$ cat config.mk
export PLATFORM = sky130hd
export DESIGN_NAME = alarm_ctrl
export DESIGN_NICKNAME = d
export VERILOG_FILES = /design/src/rtl/alarm_pkg.sv /design/src/rtl/time_add_min.sv /design/src/rtl/alarm_ctrl.sv
export SDC_FILE = /design/constraint.sdc
export NUM_CORES = 1
export LEC_CHECK = 0
export CORE_ASPECT_RATIO = 2
export CORE_MARGIN = 8
export CORE_UTILIZATION = 45
export DETAILED_ROUTE_END_ITERATION = 6
export PLACE_DENSITY = 0.69
export SKIP_LAST_GASP = 1
export SYNTH_ARGS = -nofsm -noshare
export SYNTH_HDL_FRONTEND = slang
export SYNTH_SLANG_ARGS = --single-unit
$ cat constraint.sdc
create_clock -name clk -period 3.17 [get_ports clk]
set_input_delay 0.634 -clock clk [delete_from_list [all_inputs] [get_ports clk]]
set_output_delay 0.634 -clock clk [all_outputs]
set_load 0.01 [all_outputs]
$ cat src/rtl/alarm_pkg.sv
// Shared types and constants for the alarm controller and its time helpers.
// Optional feature macro used by the controller: ALARM_BEEP_EN.
package alarm_pkg;

  localparam int H_W = 5;
  localparam int M_W = 6;

  localparam logic [H_W-1:0] HOUR_MAX = 5'd23;
  localparam logic [M_W-1:0] MIN_MAX  = 6'd59;

  typedef enum logic [1:0] {
    IDLE    = 2'd0,
    ARMED   = 2'd1,
    RINGING = 2'd2,
    SNOOZED = 2'd3
  } state_e;

  // True when an HH:MM pair is a legal time of day.
  function automatic logic time_valid(input logic [H_W-1:0] h, input logic [M_W-1:0] m);
    return (h <= HOUR_MAX) && (m <= MIN_MAX);
  endfunction

endpackage

$ cat src/rtl/time_add_min.sv
// Adds a fixed number of minutes to an HH:MM value, carrying into the hour
// and wrapping 23 -> 0. Purely combinational so other time blocks can share it.
module time_add_min
  import alarm_pkg::*;
#(
  parameter int SNOOZE_MIN = 5
) (
  input  logic [H_W-1:0] h_i,
  input  logic [M_W-1:0] m_i,
  output logic [H_W-1:0] h_o,
  output logic [M_W-1:0] m_o
);

  logic [6:0] m_sum_s;
  logic [6:0] m_wrap_s;

  // Minute sum with carry into the hour and midnight wrap.
  always_comb begin
    m_sum_s  = {1'b0, m_i} + 7'(SNOOZE_MIN);
    m_wrap_s = m_sum_s - 7'd60;
    if (m_sum_s >= 7'd60) begin
      m_o = m_wrap_s[M_W-1:0];
      if (h_i >= HOUR_MAX) begin
        h_o = 5'd0;
      end else begin
        h_o = h_i + 5'd1;
      end
    end else begin
      m_o = m_sum_s[M_W-1:0];
      h_o = h_i;
    end
  end

endmodule

$ cat src/rtl/alarm_ctrl.sv
// Single-alarm controller: compares the live time against a programmable
// target, rings for a bounded number of ticks, supports snooze and stop.
// Define ALARM_BEEP_EN to chop the ring output on alternate ticks.
module alarm_ctrl
  import alarm_pkg::*;
#(
  parameter int RING_TICKS = 60,
  parameter int SNOOZE_MIN = 5,
  parameter int MAX_SNOOZE = 3
) (
  input  logic           clk,
  input  logic           rst_n,
  input  logic           tick,
  input  logic [H_W-1:0] h_in,
  input  logic [M_W-1:0] m_in,
  input  logic [M_W-1:0] s_in,
  input  logic           arm_en,
  input  logic           set_valid,
  input  logic [H_W-1:0] set_h,
  input  logic [M_W-1:0] set_m,
  output logic           set_err,
  input  logic           snooze,
  input  logic           stop,
  output logic           ring,
  output logic [1:0]     state,
  output logic [2:0]     snooze_cnt
);

  state_e         state_q, state_d;
  logic           ring_q, ring_d;
  logic           set_err_q, set_err_d;
  logic [2:0]     snooze_cnt_q, snooze_cnt_d;
  logic [7:0]     ring_cnt_q, ring_cnt_d;
  logic [H_W-1:0] al_h_q, al_h_d, tgt_h_q, tgt_h_d;
  logic [M_W-1:0] al_m_q, al_m_d, tgt_m_q, tgt_m_d;
`ifdef ALARM_BEEP_EN
  logic           phase_q, phase_d;
`endif

  logic           match_s;
  logic           set_ok_s;
  logic [H_W-1:0] snz_h_s;
  logic [M_W-1:0] snz_m_s;

  assign match_s  = tick && (s_in == 6'd0) && (h_in == tgt_h_q) && (m_in == tgt_m_q);
  assign set_ok_s = time_valid(set_h, set_m);

  time_add_min #(.SNOOZE_MIN(SNOOZE_MIN)) u_snz_add (
    .h_i (tgt_h_q),
    .m_i (tgt_m_q),
    .h_o (snz_h_s),
    .m_o (snz_m_s)
  );

  // Next-state logic in priority order: disarm, set, stop, snooze, timeout, match.
  always_comb begin
    state_d      = state_q;
    set_err_d    = 1'b0;
    snooze_cnt_d = snooze_cnt_q;
    ring_cnt_d   = ring_cnt_q;
    al_h_d       = al_h_q;
    al_m_d       = al_m_q;
    tgt_h_d      = tgt_h_q;
    tgt_m_d      = tgt_m_q;

    if (!arm_en) begin
      // Disarm wins; a valid set still updates the stored alarm.
      state_d      = IDLE;
      snooze_cnt_d = 3'd0;
      if (set_valid && set_ok_s) begin
        al_h_d  = set_h;
        al_m_d  = set_m;
        tgt_h_d = set_h;
        tgt_m_d = set_m;
      end else begin
        tgt_h_d   = al_h_q;
        tgt_m_d   = al_m_q;
        set_err_d = set_valid;
      end
    end else if (set_valid) begin
      // A set consumes the cycle, so a coincident match is discarded.
      if (set_ok_s) begin
        al_h_d       = set_h;
        al_m_d       = set_m;
        tgt_h_d      = set_h;
        tgt_m_d      = set_m;
        snooze_cnt_d = 3'd0;
        state_d      = ARMED;
      end else begin
        set_err_d = 1'b1;
      end
    end else begin
      case (state_q)
        IDLE: begin
          state_d = ARMED;
        end
        ARMED: begin
          if (match_s) begin
            state_d    = RINGING;
            ring_cnt_d = 8'd0;
          end else begin
            state_d = ARMED;
          end
        end
        RINGING: begin
          if (stop) begin
            state_d      = ARMED;
            tgt_h_d      = al_h_q;
            tgt_m_d      = al_m_q;
            snooze_cnt_d = 3'd0;
          end else if (snooze && (snooze_cnt_q < 3'(MAX_SNOOZE))) begin
            state_d      = SNOOZED;
            snooze_cnt_d = snooze_cnt_q + 3'd1;
            tgt_h_d      = snz_h_s;
            tgt_m_d      = snz_m_s;
          end else if (tick) begin
            // An exhausted snooze falls through here and ringing continues.
            if (ring_cnt_q == 8'(RING_TICKS - 1)) begin
              state_d      = ARMED;
              tgt_h_d      = al_h_q;
              tgt_m_d      = al_m_q;
              snooze_cnt_d = 3'd0;
            end else begin
              ring_cnt_d = ring_cnt_q + 8'd1;
            end
          end else begin
            state_d = RINGING;
          end
        end
        SNOOZED: begin
          if (stop) begin
            state_d      = ARMED;
            tgt_h_d      = al_h_q;
            tgt_m_d      = al_m_q;
            snooze_cnt_d = 3'd0;
          end else if (match_s) begin
            state_d    = RINGING;
            ring_cnt_d = 8'd0;
          end else begin
            state_d = SNOOZED;
          end
        end
        default: begin
          state_d = IDLE;
        end
      endcase
    end

`ifdef ALARM_BEEP_EN
    // Beep phase starts high on entry and flips every tick while ringing.
    if (state_d != RINGING) begin
      phase_d = 1'b1;
    end else if (state_q != RINGING) begin
      phase_d = 1'b1;
    end else if (tick) begin
      phase_d = ~phase_q;
    end else begin
      phase_d = phase_q;
    end
    ring_d = (state_d == RINGING) && phase_d;
`else
    ring_d = (state_d == RINGING);
`endif
  end

  // State and output registers; async reset silences the ring at once.
  always_ff @(posedge clk or negedge rst_n) begin
    if (!rst_n) begin
      state_q      <= IDLE;
      ring_q       <= 1'b0;
      set_err_q    <= 1'b0;
      snooze_cnt_q <= 3'd0;
      ring_cnt_q   <= 8'd0;
      al_h_q       <= 5'd0;
      al_m_q       <= 6'd0;
      tgt_h_q      <= 5'd0;
      tgt_m_q      <= 6'd0;
`ifdef ALARM_BEEP_EN
      phase_q      <= 1'b1;
`endif
    end else begin
      state_q      <= state_d;
      ring_q       <= ring_d;
      set_err_q    <= set_err_d;
      snooze_cnt_q <= snooze_cnt_d;
      ring_cnt_q   <= ring_cnt_d;
      al_h_q       <= al_h_d;
      al_m_q       <= al_m_d;
      tgt_h_q      <= tgt_h_d;
      tgt_m_q      <= tgt_m_d;
`ifdef ALARM_BEEP_EN
      phase_q      <= phase_d;
`endif
    end
  end

  assign state      = state_q;
  assign ring       = ring_q;
  assign set_err    = set_err_q;
  assign snooze_cnt = snooze_cnt_q;

endmodule

Placed cells, one color a class:
Drawn at 4 px/um.
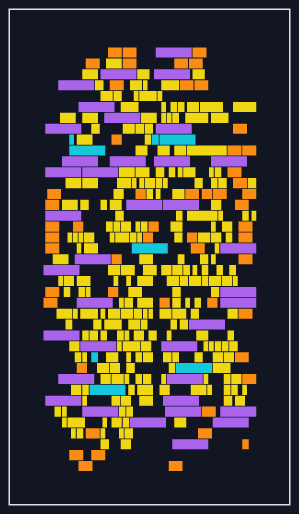
Key: purple = flops [cells 37, share of their area 29%]; cyan = clock drivers and dummy loads [cells 8, share of their area 4.4%]; yellow = all other logic [cells 233, share of their area 51%]; orange = other buffers and delay cells [cells 53, share of their area 16%]

==> impl.org <==
#+TITLE: Implementation results

** Run status
- The run finished with clean final reports.

** Worst setup path
- Worst Setup EP :: tgt_h_q[2]
- Reg2reg setup slack :: approximately 0.26 ns
- The endpoint identified for the worst register-to-register timing path is tgt_h_q[2].
- Cell occurring most often along the worst timing path :: sky130_fd_sc_hd__ha_1
- Per the timing report, the most critical flop-to-flop path originates at tgt_m_q[0].
- The critical path goes through ha_1 > xnor2_1 > ha_1 > nand3b_1 > mux2_2 > a311o_1 > a32o_1 > a31oi_1 > o22ai_1.
- Arrival @ worst endpoint :: around 3 ns
- Logic depth along the worst register-to-register path is recorded as 9.
- Tracing the worst setup path back leads to its startpoint at tgt_m_q[0].
- STA classifies the critical path startpoint as a register.
- STA lists the maximum fanout along the critical path as 10.
- Cell with the biggest individual delay on the critical path :: sky130_fd_sc_hd__dfrtp_1

** Placement
- Number of buffers added on ports :: 41
- Inst Count DP :: between 300 and 400
- According to the dpl log, the detail-placed design has an HPWL of approximately 5700 um.
- Placed Area :: approximately 0.0031 mm^2
- DP Worst Slack :: ~0.35 ns

** Final timing
- Once routing completed, OpenROAD measured the worst setup slack at 0.255 ns.
- Hold timing on the final database bottoms out at a slack of between 0.4 and 0.5 ns.
- Setup repair after global routing left no endpoint under its margin.
- Looking at the max-slew report, the worst-margin pin has a slew of roughly 0.87 ns.
- In the final timing run, aggregate negative setup slack is 0 ns.
- Final count of hold timing violations :: 0
- The final report lists the setup-violating endpoint count as 0.

** CTS
- In this run the post-CTS setup repair buffer count came out at 0.
- Post-CTS clock slew at the launch and capture registers of the worst setup and hold paths :: 0.06 ns
- Counting along the longest clock path gives a buffer depth of 2.
- Clock tree from TritonCTS :: built
- Clock Sink Count :: 37
- Depth of the CTS H-tree :: 2

** Synth
- Multiplexer share :: under 10%
- Top logic cell family in the synthesized netlist :: AND-OR/OR-AND gates
- Yosys top cell by instances :: sky130_fd_sc_hd__dfrtp_1
- In this run, synthesis inferred 0 flip-flops with an integrated enable.
- In this run the cell area of the synthesized design comes to between 0.002 and 0.003 mm^2.
- In this run, synthesis produced a sequential element count of 37.
- Per the post-synthesis report, the nets total roughly 330.
- Counting flops with an async set or reset pin after synthesis yields a share of 100%.
- Most area-consuming cells after synthesis :: sky130_fd_sc_hd__dfrtp_1 (36%), sky130_fd_sc_hd__mux2_2 (6.5%), sky130_fd_sc_hd__nand2_1 (4.5%)
- The cell-mix breakdown from Yosys lists the XOR/XNOR area share as between 6 and 7%.
- The netlist uses 61 different library cells.
- Complex-gate fraction of the synthesized area :: around 22%
- Top cells by count, synth :: sky130_fd_sc_hd__dfrtp_1 (37), sky130_fd_sc_hd__nand2_1 (31), sky130_fd_sc_hd__o21ai_0 (16)
- Warnings, synthesis :: 0
- Area fraction of the dominant cell type after synthesis :: ~36%
- Predominant post-synthesis flop cell :: sky130_fd_sc_hd__dfrtp_1
- Cell type with the highest aggregate area in the netlist :: sky130_fd_sc_hd__dfrtp_1
- Cells after Synth :: around 280

** Detailed routing
- Wire length on met1 :: ~2700 um
- Number of detailed-route iterations in the first pass :: 5
- Per the post-route antenna check, the number of violating nets is 0.
- The final route contains about 2400 vias.
- Mean routed wirelength per cell :: between 15 and 20 um
- Routed met2 length :: roughly 4000 um
- The routed layout reports a DRC error count of 0.
- Signal routing reaches up to met4.

** Final layout
- Excluding fillers, the count of instances in the completed layout stands at just under 400.
- The number of antenna diodes in the final layout is 0.
- Layout Cell Area excl Fill :: approximately 0.0032 mm^2
- Compared with the post-synthesis result, the final layout area differs by 24.5%.

** Job
- The report counts max-capacitance violations totalling 0.
- Summing over the stages, the warning tally comes to 27.

** Floorplan
- Core region area :: roughly 0.0057 mm^2
- Area of the die :: 0.00862 mm^2
- Vertical die dimension :: around 120 um
- The report lists the number of standard-cell rows as 39.

** Global route
- Entering global routing, the biggest net connects 38 pins.
- The first global-routing pass estimated approximately 12000 um of wire.
- Global-route track usage on met1 :: between 10% and 20%
- Most Crowded Layer GR :: met2
- Number of global-route vias before repair :: 2454
- Met2 demand-to-capacity share in global routing :: between 30 and 40%
- Summed over all layers, the global routing overflow is 0.
- Initial antenna violation count :: 0
- Global routing usage summed across all routing layers :: roughly 17%

** Pwr
- Per the summary, power density relative to cell area is between 400 and 500 mW/mm^2.
- The script extracted a total leakage power of about 0.0013 uW.
Register map, names as in the netlist:
Drawn at 4 px/um. Other sequential cells in the stronger gray, the rest of the logic in the fainter gray.
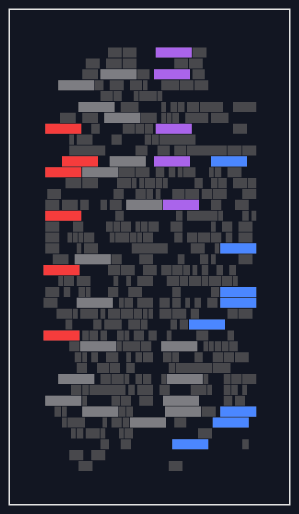
Key: purple = tgt_h_q [placed flops 5, where north]; blue = ring_cnt_q [placed flops 8]; red = al_m_q [placed flops 6]

layout make-up:
type	instances	area [um^2]	share of cell area, %
repair buffers	53	495	15.3
inverters	9	33.8	1.04
clock buffers	6	129	3.98
multi-input cells	224	1570	48.4
clock inverters	2	10.0	0.309
well taps	61	76.3	2.36
flip-flops and latches	37	926	28.6
critical path, delay by kind of cell (launching register included):
family	cells	cell delay, ns
xor+xnor	1	0.27
compound gates	4	1.06
mux	1	0.29
flops	1	0.48
fa+ha+maj	2	0.57
simple gates	1	0.09
state kept, by name, indices dropped and copies added, names as in the netlist:
register    count
ring            1
set_err         1
al_m_q          6
snooze_cnt      3
ring_cnt_q      8
state           2
al_h_q          5
tgt_h_q         5
tgt_m_q         6
layout by cell type, fill, tap and decap left out, types with 5 or more instances in the layout:
master / n
sky130_fd_sc_hd__inv_1: 9
sky130_fd_sc_hd__mux2_2: 15
sky130_fd_sc_hd__buf_4: 12
sky130_fd_sc_hd__nand2b_1: 6
sky130_fd_sc_hd__a21oi_1: 14
sky130_fd_sc_hd__xnor2_1: 11
sky130_fd_sc_hd__nand3_1: 13
sky130_fd_sc_hd__nand2_1: 31
sky130_fd_sc_hd__clkdlybuf4s50_1: 40
sky130_fd_sc_hd__clkbuf_16: 5
sky130_fd_sc_hd__nor2_1: 15
sky130_fd_sc_hd__o21ai_0: 16
sky130_fd_sc_hd__ha_1: 6
sky130_fd_sc_hd__dfrtp_1: 37
sky130_fd_sc_hd__o211ai_1: 5
sky130_fd_sc_hd__o31ai_1: 6
report_power, final:
| group | internal (uW) | switching [uW] |
|---|---|---|
| clock | 289 | 198 |
| sequential | 519 | 63.6 |
| combinational | 208 | 197 |
| total | 1020 | 459 |
No activity file was given, so power comes from the tool's default toggle rates.
